run_1/met1.png
Cells faint in the background.
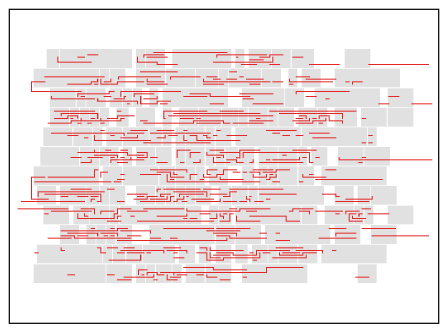
run_1/met2.png
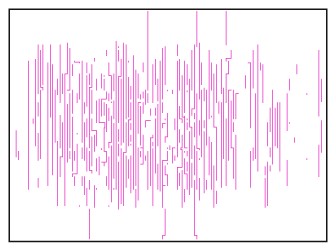
run_1/met3.png
Cells faint in the background.
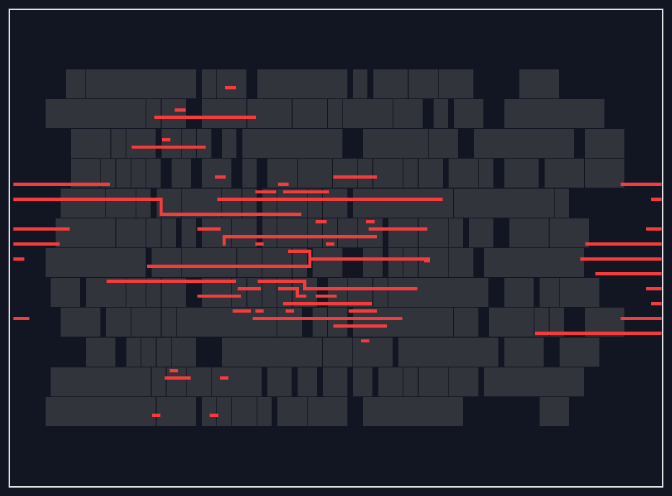
Design fifo_wr_ptr_ctrl, sky130hd; sources not shown.
==> results_slide.txt, run 1 <==
Flow Results at a Glance

Power
  – Net Switching: 0.00111 W
  – P_comb: 0.00176 W
  – PD cells: 1680 nW/um^2
  – Power Sequential: 0.000495 W
  – Worst vdd ir: 1.56 mV
  – Lkg Pwr: 0.734 nW
  – Sequential power share: 0.202
  – Clk. pwr: 0.000206 W
  – Share of total power in combinational logic: 0.714
  – Top power consumer group: combinational cells

Floorplanning
  – Die X: 59.5 um
  – CORE AREA: 1730 sq um
  – Tap cells: 21
  – Die Ht: 43.5 um
  – # rows: 12

Final layout
  – Final instance area: 1460 sq um
  – Number of fill cells: 99
  – Fraction of area in registers: 0.205
  – Inverters: 17
  – Finished Core Util: 0.848
  – Number of flip-flops in the largest register: 5
  – Largest class: combinational gates
  – Gate Area: 613 sq um
  – Antenna cells: 0
  – Register area: 300 sq um
  – Top cells excl fill/tap: nand2_1, buf_4, clkdlybuf4s50_1, nand2_2, dfrtp_1
  – Combinational share of cell area: 0.419
  – Final non-clock buffer share: 0.286
  – Final-layout clock-cell area share: 0.0248
  – Number of non-clock buffers: 48
  – Non-Filler Instances: 188
  – Area growth syn-to-layout: 73.8%

Setup path
  – Stages on worst setup path: 11
  – Slowest-stage cell, CP: fa_2
  – Crit path kind: in2reg
  – CP Cell Sequence: dlygate4sd2_1 -> inv_2 -> xor2_4 -> xor2_1 -> inv_1 -> ha_4 -> fa_2 -> nand2_1 -> nor3b_2 -> nand3_1 -> nand2_1
  – WP data arrival: 2.35 ns

Synth
  – Dominant register cell: dfrtp_1
  – Synth cell count leaders: nand2_1, inv_1, dfrtp_1, nand3_1
  – Yosys cell count: 116
  – Cells after Synth: 116
  – Syn_nets: 131
  – Distinct lib cells: 17
  – Complex Gates by Area: 0.0208
  – XOR/XNOR Area Share: 0.0788
  – Leading area contributor after synthesis: dfrtp_1
  – Ys async rst share: 1.00
  – Count leader, synth: nand2_1
  – Top-area cell share: 0.357
  – Avg Inst Size Synth: 7.26 sq um
  – Adder share: 0.0981
  – Seq share, synth: 0.357
  – Top cells, area: dfrtp_1, nand2_1, ha_1
  – Dominant combinational family: simple AND/OR/NAND/NOR gates
  – Simple Share, Synth: 0.364

Final timing
  – Fin crit share: 1.12
  – Endpoints failing setup: 1
  – Min Hold Slack: 0.135 ns
  – Slew Viols, Final: 0
  – Post-route setup TNS: -0.231 ns
  – Slew @ Worst Pin: 0.341 ns
  – Clock Skew: 0.000126 ns
  – Slew margin rel.: 0.773
  – Final WS setup: -0.231 ns
  – Fin crit period: 2.13 ns
  – Hold Fails Final Rpt: 0

Drt
  – WL/cell: 16.6 um
  – Top Metal Used: met4
  – Met1 wire length: 1130 um
  – WL met3: 257 um
  – WL met2: 1570 um

Clock network
  – CTS tree: yes
  – Setup bufs post-CTS: 4
  – Clk buf depth: 2

Run status
  – Outcome: finished, violations left
  – Failing checks: setup timing

Flow run
  – Max cap viols: 0

Place
  – Cell Area, Placed: 1250 sq um
  – RePlAce Congestion: 0.858
  – Pre-CTS setup slack: -0.762 ns
  – Number of port buffers: 21

Min path
  – Tightest Hold Check Type: in2async

Global routing
  – GRT overflow: 0
## Picture notes: met1.png
- nets with wire on the layer: 170
- share of all routed wire: 36%
WL final: 3130 um
met1 GRT Util: 0.250
vias: 1053

## Picture notes: met2.png
- longest straight run: 27.9 um
- share of all routed wire: 50%
- wire length on this layer: 1570 um
- nets with wire on the layer: 171
global routing usage on met2: 0.438

## Picture notes: met3.png
- nets with wire on the layer: 42
- longest straight run: 20.2 um
- main direction: horizontal
- share of all routed wire: 8.2%
- wire length on this layer: 257 um
GRT met3 Usage: 0.0774

run_1/final_congestion.png
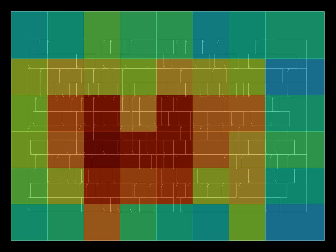

==> inputs of run 2 (changes only) <==
--- a/config.mk
+++ b/config.mk
@@ -10,3 +10,3 @@
 export CORE_ASPECT_RATIO = 0.7
-export CORE_MARGIN = 3
+export CORE_MARGIN = 5
 export CORE_UTILIZATION = 42
@@ -15,3 +15,3 @@
 export HOLD_SLACK_MARGIN = 0.06
-export PLACE_DENSITY = 0.84
+export PLACE_DENSITY_LB_ADDON = 0.15
 export SYNTH_ARGS = -nofsm -noshare
--- a/constraint.sdc
+++ b/constraint.sdc
@@ -3,2 +3,2 @@
 set_output_delay 0.38 -clock clk [all_outputs]
-set_load 0.005 [all_outputs]
+set_load 0.05 [all_outputs]
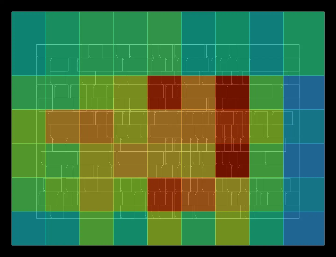
run_2/final_congestion.png
Finished Core Util: 0.756
busiest grt layer: met2
global routing usage on met2: 0.348
GRT met3 Usage: 0.0728
met1 GRT Util: 0.201

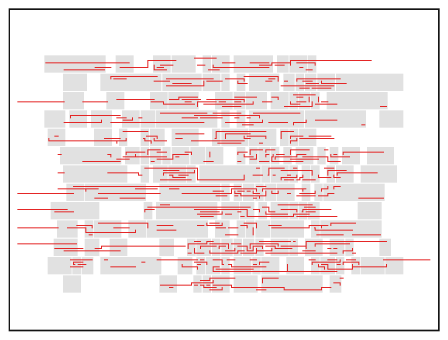
run_2/met1.png
Cells faint in the background.
- share of all routed wire: 41%
- wire length on this layer: 1070 um
- main direction: horizontal
vias: 952
WL final: 2600 um

==> results_slide.txt, run 2 <==
Flow Results at a Glance

Run status
  – Outcome: finished, violations left
  – Failing checks: setup timing

Place
  – Number of port buffers: 21
  – Cell Area, Placed: 1280 sq um
  – RePlAce Congestion: 0.808
  – Pre-CTS setup slack: -0.783 ns
  – Placed Instances: 178

Setup path
  – Slowest-stage cell, CP: fa_2
  – Crit path kind: in2reg
  – WP data required: 2.07 ns
  – Critical Path End Type: flop
  – Stages on worst setup path: 13
  – WP data arrival: 2.13 ns
  – Worst setup SP type: primary input
  – Flop2flop setup slack: -0.01 ns
  – CP Cell Sequence: buf_8 -> xor2_4 -> xor2_2 -> xor2_1 -> inv_1 -> ha_4 -> fa_2 -> nor2_4 -> nor2_2 -> nand2_1 -> nand3_1 -> nand2_1 -> nand2_1
  – CP top delay family: XOR/XNOR gates
  – WP buf/inv: 2

Final layout
  – Fraction of area in registers: 0.211
  – Number of non-clock buffers: 48
  – Final non-clock buffer share: 0.289
  – Commonest Layout Cell: nand2_1
  – Net count, final: 183
  – Top cells excl fill/tap: nand2_1, buf_4, nand3_1, inv_1, dfrtp_1
  – Antenna cells: 0
  – Registers: 12
  – Area growth syn-to-layout: 69.4%
  – Largest class: combinational gates
  – Non-Filler Instances: 189
  – Inverters: 17
  – Gate Area: 582 sq um
  – Comb gates: 86
  – Combinational share of cell area: 0.408
  – # clk buffers: 4
  – Register area: 302 sq um
  – Final-layout clock-cell area share: 0.0254
  – Final instance area: 1430 sq um
  – Number of flip-flops in the largest register: 5
  – Number of fill cells: 145

Floorplanning
  – Tap cells: 22
  – FP Core Util: 0.446
  – Die Ht: 47.5 um
  – Die X: 63.5 um
  – Die ar.: 3010 sq um
  – # rows: 13
  – CORE AREA: 1890 sq um
  – Num ports: 22

Synth
  – Seq share, synth: 0.357
  – XOR/XNOR Area Share: 0.0788
  – Leading area contributor after synthesis: dfrtp_1
  – Adder share: 0.0981
  – Yosys cell count: 116
  – Number of synthesized flops with an enable pin: 0
  – Dominant register cell: dfrtp_1
  – Ys async rst share: 1.00
  – Simple Share, Synth: 0.364
  – Synth cell count leaders: nand2_1, inv_1, dfrtp_1, nand3_1
  – Top cells, area: dfrtp_1, nand2_1, ha_1
  – Dominant combinational family: simple AND/OR/NAND/NOR gates
  – Distinct lib cells: 17
  – Syn_nets: 131
  – Avg Inst Size Synth: 7.26 sq um
  – Count leader, synth: nand2_1
  – Top-area cell share: 0.357
  – Multiplexer share: 0
  – Complex Gates by Area: 0.0208
  – Cells after Synth: 116

Clock network
  – Hold buffers post-CTS: 0
  – Post-cts resize count: 27
  – TritonCTS Buffers: 3
  – CTS tree: yes
  – Root Driver: clkbuf_4
  – Clk ins delay skew pair: 0.28 ns
  – Setup bufs post-CTS: 4
  – Clk sinks: 12
  – Clock slew at reported path FFs: 0.08 ns
  – Clk buf depth: 2

Drt
  – Top Metal Used: met4
  – WL met2: 1270 um
  – Violation tally from detailed-route iteration zero: 71
  – First-pass DRT Iterations: 4
  – Met1 wire length: 1070 um
  – Vias per cell: 5.04
  – WL met3: 219 um
  – WL/cell: 13.8 um

Power
  – Total power: 0.00277 W
  – P_comb: 0.00207 W
  – Clk. pwr: 0.000207 W
  – Net Switching: 0.00142 W
  – Lkg Pwr: 0.743 nW
  – Top power consumer group: combinational cells
  – Sequential power share: 0.176
  – Power Sequential: 0.000488 W
  – Share of total power in combinational logic: 0.749
  – Internal power: 0.00135 W
  – PD cells: 1940 nW/um^2
  – Worst vdd ir: 1.45 mV
  – Switching portion of total power: 0.512

Final timing
  – Min Hold Slack: 0.0775 ns
  – Clock Skew: 0.000887 ns
  – Fin crit share: 1.03
  – Fin crit period: 1.96 ns
  – Slew margin rel.: 0.662
  – Endpoints failing setup: 1
  – Final WS setup: -0.0602 ns
  – RSZ-0062 raised after global routing: true
  – Slew Viols, Final: 0
  – FMAX: 0.510 GHz
  – Post-route setup TNS: -0.0602 ns
  – Hold Fails Final Rpt: 0
  – Slew @ Worst Pin: 0.505 ns

Global routing
  – Number of global-route vias before repair: 969
  – GRT Util Overall: 0.186
  – GRT overflow: 0
  – Largest net degree at the start of global routing: 13

Flow run
  – Max cap viols: 0
  – OpenROAD warnings: 29

Min path
  – Tightest Hold Check Type: in2async
Power figures rest on the tool's default switching activity, not on a simulated workload.
